Fig. 1: run 1, congestion heat map
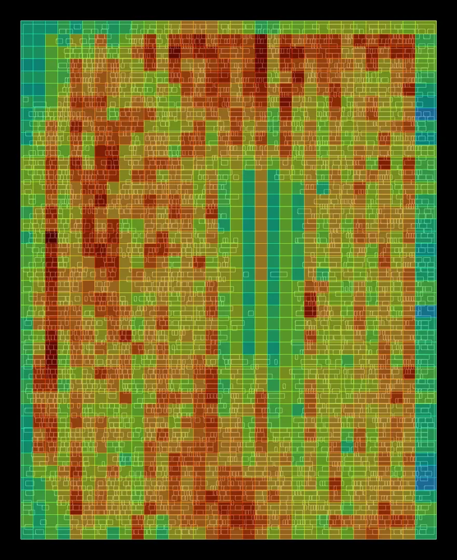
Fig. 2: run 1, close-up of the layout
Scale bar: 10 um. Window x 154 to 194, y 53 to 93 um. Cells in gray, sequential cells in the stronger gray; small squares are vias.
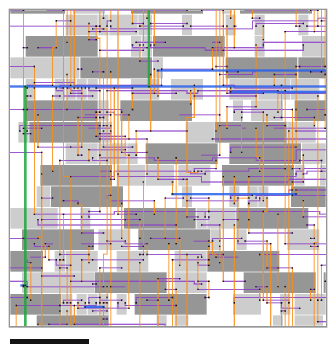
Fig. 3: run 1, gate families picked out
Scale bar: 50 um.
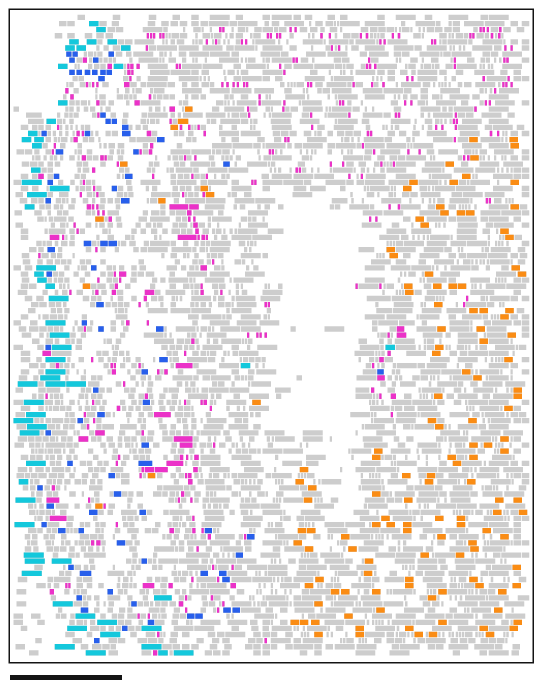
Design dq_lsu_sequencer, sky130hd; sources not shown.
==> notes.md, run 1 <==
yosys + openroad results -> antenna violations before repair=7, yosys simple share=21.3%, syn avg cell area=9.29 um^2, Inserted Clock Buffers=50, yosys stat cell total=around 2900, Hold Crit Class=in -> async, crit path max-delay cell type=or4_4, Layout non-clock buf frac=about a quarter, ys flops=roughly 540, P_comb=a little under 10 mW, Buffers, non-clock=1035, diode count=6, largest class=flip-flops and latches, Initial Utilization=40.5%, Die Size=0.0675 mm^2, area fraction in xor and xnor cells=3.29%, DIE HEIGHT=290 um, setup TNS=0 ps, Avg WL per Cell=between 20 and 25 um, I/O Buffers=554, DRT met1 WL=39600 um, tool warnings=32, max_cap viols=0, num tapcells=about 860, final setup margin=70.5 ps, peak supply drop=between 0.0003 and 0.0004 V, Area Overhead vs Synth=47.4%, most common library cells after synthesis=nand2_1 (790), dfrtp_1 (538), nor2_1 (247), I/O pins=555, LEAKAGE=18.0 nW, Yosys chip area=approximately 0.027 mm^2, Clock Path Buffers=3, Mux area share=~5.9%, final worst path period share=98.5%, Top Layout Cells=nand2_1 (785), dfrtp_1 (538), clkdlybuf4s50_1 (514), CP Class=in -> reg, Core Util, Final=59.7%, switching part of the total=36.5%, slew margin rel.=28.9%, most frequent cell after synthesis=nand2_1, Comb gates=2133, filler cell count=5682, Tot Pwr=22.1 mW, status=finished clean, max layer used=met5, Initial DRC Count=approximately 1600, sequential fraction of design power=37.0%, WP depth=15
-- Fig. 1 (at the start) --
All-Layer GR Usage: 27.6%
GRT met1 Usage: 34.6%

-- Fig. 2 (at the start) --
Key: metal 4 = green; metal 3 = blue; metal 1 = purple; metal 2 = orange
Sequential cells in the window: 23. Most frequent: nand2_1 (37), dfrtp_1 (23), clkdlybuf4s50_1 (14). 94 logic cells have their middle in the window.

-- Fig. 3 (at the start) --
Key: fa/ha/maj cells = cyan [cells 62, most used ha_4, where a column on the left]; nor cells = magenta [cells 326, most used nor2_1, where spread over the die]; mux cells = orange [cells 140, most used mux2_2]; non-inverting ao/oa cells = blue [cells 81, most used a21o_1]
final non-filler cell total: 4687
multi-input combinational area share: 34.2%
most frequent logic cell in the layout: nand2_1

==> inputs of run 2 (changes only) <==
--- a/config.mk
+++ b/config.mk
@@ -12,6 +12,7 @@
 export DETAILED_ROUTE_END_ITERATION = 10
 export GPL_ROUTABILITY_DRIVEN = 1
 export PLACE_DENSITY_LB_ADDON = 0.2
+export SLEW_MARGIN = 0
 export SYNTH_ARGS = -nofsm -noshare
 export SYNTH_HDL_FRONTEND = slang
 export SYNTH_SLANG_ARGS = --single-unit
Fig. 4: run 2, signal wires on met3
Scale bar: 50 um. Cells faint in the background.
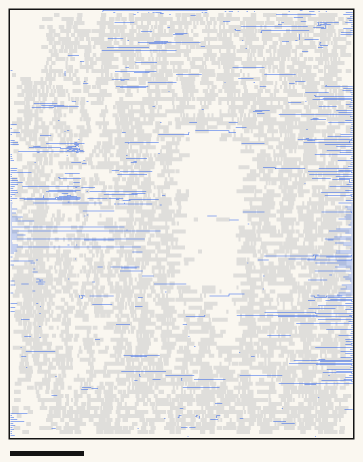
The wires run mostly horizontal. The layer carries 4750 um of wire. The layer holds 4.9% of the routed length. The longest straight run is 101 um.
vias: 24900
met3 GRT Util: 3.75%
Routed WL: 96000 um

==> run 2 against run 1 <==
Against the previous run: sequential share of layout area is the same; setup slack stayed put; power unchanged; cell area is the same; worst hold slack unchanged; global-route usage unchanged; count of clock-buffer cells in the layout stayed put; non-clock buffer count is the same; sequential power about the same.
==> notes.md, run 2 <==
yosys + openroad results -> GRT met1 Usage=34.6% (unchanged), filler cell count=5682 (unchanged), LEAKAGE=18.0 nW (unchanged), Comb gates=2133 (unchanged), switching part of the total=36.5% (unchanged), num tapcells=856 (unchanged), Top Layout Cells=nand2_1 (785), dfrtp_1 (538), clkdlybuf4s50_1 (514), final worst path period share=98.5% (unchanged), Initial DRC Count=1630 (unchanged), slew margin rel.=28.9% (unchanged), Buffers, non-clock=1035 (unchanged), status=finished clean, Avg WL per Cell=20.5 um (unchanged), P_comb=9.81 mW (about the same), diode count=6 (unchanged), setup TNS=0 ps (unchanged), DIE HEIGHT=290 um (unchanged), max layer used=met5, Core Util, Final=59.7% (unchanged), antenna violations before repair=7 (unchanged), Tot Pwr=22.1 mW (unchanged), largest class=flip-flops and latches, Die Size=0.0675 mm^2 (unchanged), Mux area share=5.89% (unchanged), ys flops=538 (unchanged), Yosys chip area=0.0266 mm^2 (unchanged), final non-filler cell total=4687 (unchanged)
No activity file was given, so power comes from the tool's default toggle rates.
